File: src/rtl/hazard_ctrl.sv
// rtl/hazard_ctrl.sv - pipeline stall/flush sequencer for the 5-stage core
//
// Resolves the hazards forwarding cannot cover: load-use, multi-cycle mul/div
// occupancy, data-memory wait and taken-branch squash.
// Ports:
//   clk, rst_n                     clock, asynchronous active-low reset
//   id_rs/id_rt, id_use_rs/rt      source registers of the ID instruction
//   ex_reg, ex_write, ex_is_load   destination info of the EX instruction
//   ex_mdu_start                   mul/div entering EX (one-cycle pulse)
//   ex_br_taken                    branch/jump in EX resolved taken
//   dmem_req, dmem_ready           data-memory handshake of the MEM stage
//   cnt_clr                        synchronous clear of stall_cycles
//   stall_if/id/ex/mem             hold enables for PC and pipeline registers
//   bubble_ex, bubble_mem, flush_id  nop insertion into ID/EX, EX/MEM, IF/ID
//   mdu_busy, mdu_done             mul/div sequencing status
//   stall_cycles                   saturating count of cycles with stall_if=1
module hazard_ctrl #(
    parameter int MDU_LAT = 32,
    parameter int CNT_W   = 16
) (
    input  logic             clk,
    input  logic             rst_n,
    input  logic [4:0]       id_rs,
    input  logic [4:0]       id_rt,
    input  logic             id_use_rs,
    input  logic             id_use_rt,
    input  logic [4:0]       ex_reg,
    input  logic             ex_write,
    input  logic             ex_is_load,
    input  logic             ex_mdu_start,
    input  logic             ex_br_taken,
    input  logic             dmem_req,
    input  logic             dmem_ready,
    input  logic             cnt_clr,
    output logic             stall_if,
    output logic             stall_id,
    output logic             stall_ex,
    output logic             stall_mem,
    output logic             bubble_ex,
    output logic             bubble_mem,
    output logic             flush_id,
    output logic             mdu_busy,
    output logic             mdu_done,
    output logic [CNT_W-1:0] stall_cycles
);

    localparam int MW = (MDU_LAT > 2) ? $clog2(MDU_LAT) : 1;
    localparam logic [CNT_W-1:0] CNT_MAX = '1;

    typedef enum logic {RUN, MDU_BUSY} state_t;

    state_t          state;
    logic [MW-1:0]   mdu_cnt;
    logic            freeze;
    logic            load_use;

    assign freeze = dmem_req & ~dmem_ready;

    assign load_use = ex_is_load & ex_write & (ex_reg != 5'd0) &
                      ((id_use_rs & (id_rs == ex_reg)) |
                       (id_use_rt & (id_rt == ex_reg)));

    assign mdu_busy = (state == MDU_BUSY);

    // Priority: freeze > MDU (issue or busy) > branch squash > load-use.
    always_comb begin
        stall_if   = 1'b0;
        stall_id   = 1'b0;
        stall_ex   = 1'b0;
        stall_mem  = 1'b0;
        bubble_ex  = 1'b0;
        bubble_mem = 1'b0;
        flush_id   = 1'b0;
        mdu_done   = 1'b0;
        if (freeze) begin
            stall_if  = 1'b1;
            stall_id  = 1'b1;
            stall_ex  = 1'b1;
            stall_mem = 1'b1;
        end else if (state == MDU_BUSY || ex_mdu_start) begin
            // The mul/div sits in EX; later stages drain behind a bubble.
            stall_if   = 1'b1;
            stall_id   = 1'b1;
            stall_ex   = 1'b1;
            bubble_mem = 1'b1;
            mdu_done   = (state == MDU_BUSY) && (mdu_cnt == '0);
        end else if (ex_br_taken) begin
            // The ID instruction is squashed, so its load-use must not stall.
            flush_id  = 1'b1;
            bubble_ex = 1'b1;
        end else if (load_use) begin
            stall_if  = 1'b1;
            stall_id  = 1'b1;
            bubble_ex = 1'b1;
        end
    end

    // mdu_cnt counts the remaining busy cycles after the current one, so the
    // issue cycle plus MDU_LAT-1 busy cycles give MDU_LAT stall cycles.
    always_ff @(posedge clk or negedge rst_n) begin
        if (!rst_n) begin
            state   <= RUN;
            mdu_cnt <= '0;
        end else if (!freeze) begin
            case (state)
                RUN: begin
                    if (ex_mdu_start) begin
                        mdu_cnt <= MW'(MDU_LAT - 2);
                        state   <= MDU_BUSY;
                    end
                end
                MDU_BUSY: begin
                    if (mdu_cnt != '0) begin
                        mdu_cnt <= mdu_cnt - 1'b1;
                    end else begin
                        state <= RUN;
                    end
                end
                default: state <= RUN;
            endcase
        end
    end

    always_ff @(posedge clk or negedge rst_n) begin
        if (!rst_n) begin
            stall_cycles <= '0;
        end else if (cnt_clr) begin
            stall_cycles <= '0;
        end else if (stall_if && stall_cycles != CNT_MAX) begin
            stall_cycles <= stall_cycles + 1'b1;
        end
    end

endmodule

File: config.mk
export PLATFORM = sky130hd
export DESIGN_NAME = hazard_ctrl
export DESIGN_NICKNAME = d
export VERILOG_FILES = /design/src/rtl/hazard_ctrl.sv
export SDC_FILE = /design/constraint.sdc
export NUM_CORES = 1
export LEC_CHECK = 0
export CELL_PAD_IN_SITES_DETAIL_PLACEMENT = 0
export CELL_PAD_IN_SITES_GLOBAL_PLACEMENT = 2
export CORE_UTILIZATION = 26
export DETAILED_ROUTE_END_ITERATION = 12
export DONT_BUFFER_PORTS = 1
export HOLD_SLACK_MARGIN = 0.06
export PLACE_DENSITY = 0.6
export SYNTH_ARGS = -nofsm -noshare
export SYNTH_HDL_FRONTEND = slang
export SYNTH_SLANG_ARGS = --single-unit
File: constraint.sdc
create_clock -name clk -period 1.99 [get_ports clk]
set_clock_uncertainty 0.05 [all_clocks]
set_input_delay 0.199 -clock clk [delete_from_list [all_inputs] [get_ports clk]]
set_output_delay 0.199 -clock clk [all_outputs]
set_load 0.02 [all_outputs]
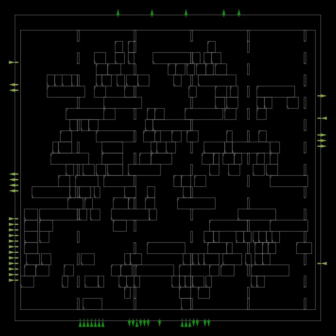
Figure 1: placed standard cells.
# Taps: 67
fin cells: 250
Core ar.: 0.00488 sq mm

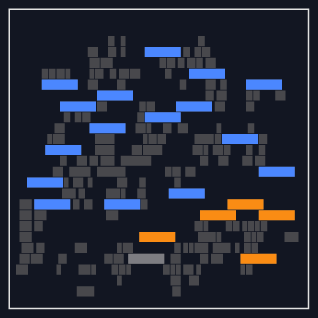
Figure 2: where the registers sit.
Scale: 4 px per micron.
stall_cycles -> blue  # flops 16
mdu_cnt -> orange  # flops 5
not coloured = 1

==> results_dict.tcl <==
# yosys + openroad results
set metrics [dict create \
    rsz0062_at_grt "true" \
    pwr-share-seq 0.482 \
    setup_viol 0 \
    initialDrtViolationCount 51 \
    peakVddDrop_mv 0.351 \
    num-nonclk-inverters 5 \
    power_leakage_nw 0.667 \
    ys_sh_xor 0.0706 \
    required_ns 2.13 \
    clkTransAtPathRegs_ns 0.08 \
    fp_util 0.279 \
    post-dp-hpwl_mm 2.74 \
    cts_hold_buf 1 \
    synth_top_area_share 0.404 \
    viasPerCell 4.93 \
    hold_ws_ns -0.0645 \
    adder_share 0.0275 \
    postRouteAntennaNets 0 \
    clk_path_buf_depth 2 \
    final_nets 213 \
    tns_ns 0 \
    status "finished, violations left" \
    grtUsageMet1 0.186 \
    wl_met2_mm 1.70 \
    cp.depth 8 \
    power.density_mw_per_mm2 665 \
    yosysMostFrequentCell "dfrtp_1" \
    p_sw_mw 0.338 \
    syn_avg_cell_area_sq_um 8.47 \
    area_delta_synth_final_pct 24.2 \
    drt-met1-wl_mm 1.60 \
    topCombFamilyByArea "simple AND/OR/NAND/NOR gates" \
    n_all_buffers 27 \
    synthTopCellsByCount "22 x dfrtp_1, 18 x a21oi_1, 16 x nor2_1, 12 x or3_1" \
    edf_count 0 \
    die_width_microns 74.4 \
    ys_seq_share 0.404 \
    p_clk_frac 0.287 \
    worst_path_most_repeated_cell "a21oi_2" \
    fin_crit_sh 0.971 \
    die-area_sq_mm 0.00554 \
    synth.distinct_cells 36 \
    final-hold-violation-count 16 \
    pg_seq_mw 0.543 \
    synthCells 161 \
    antenna_found_initial 0 \
    seq_area_sq_um 551 \
    finish.utilization 0.347 \
    buffer_area_frac 0.129 \
    slowest_stage "or4_1" \
    drv_cap 0 \
    synth_nets 190 \
    violations "negative hold slack" \
    flop_cell "dfrtp_1" \
    ys_sh_simple 0.261 \
    hold_depth 1 \
]
Power and IR drop assume default switching activity.
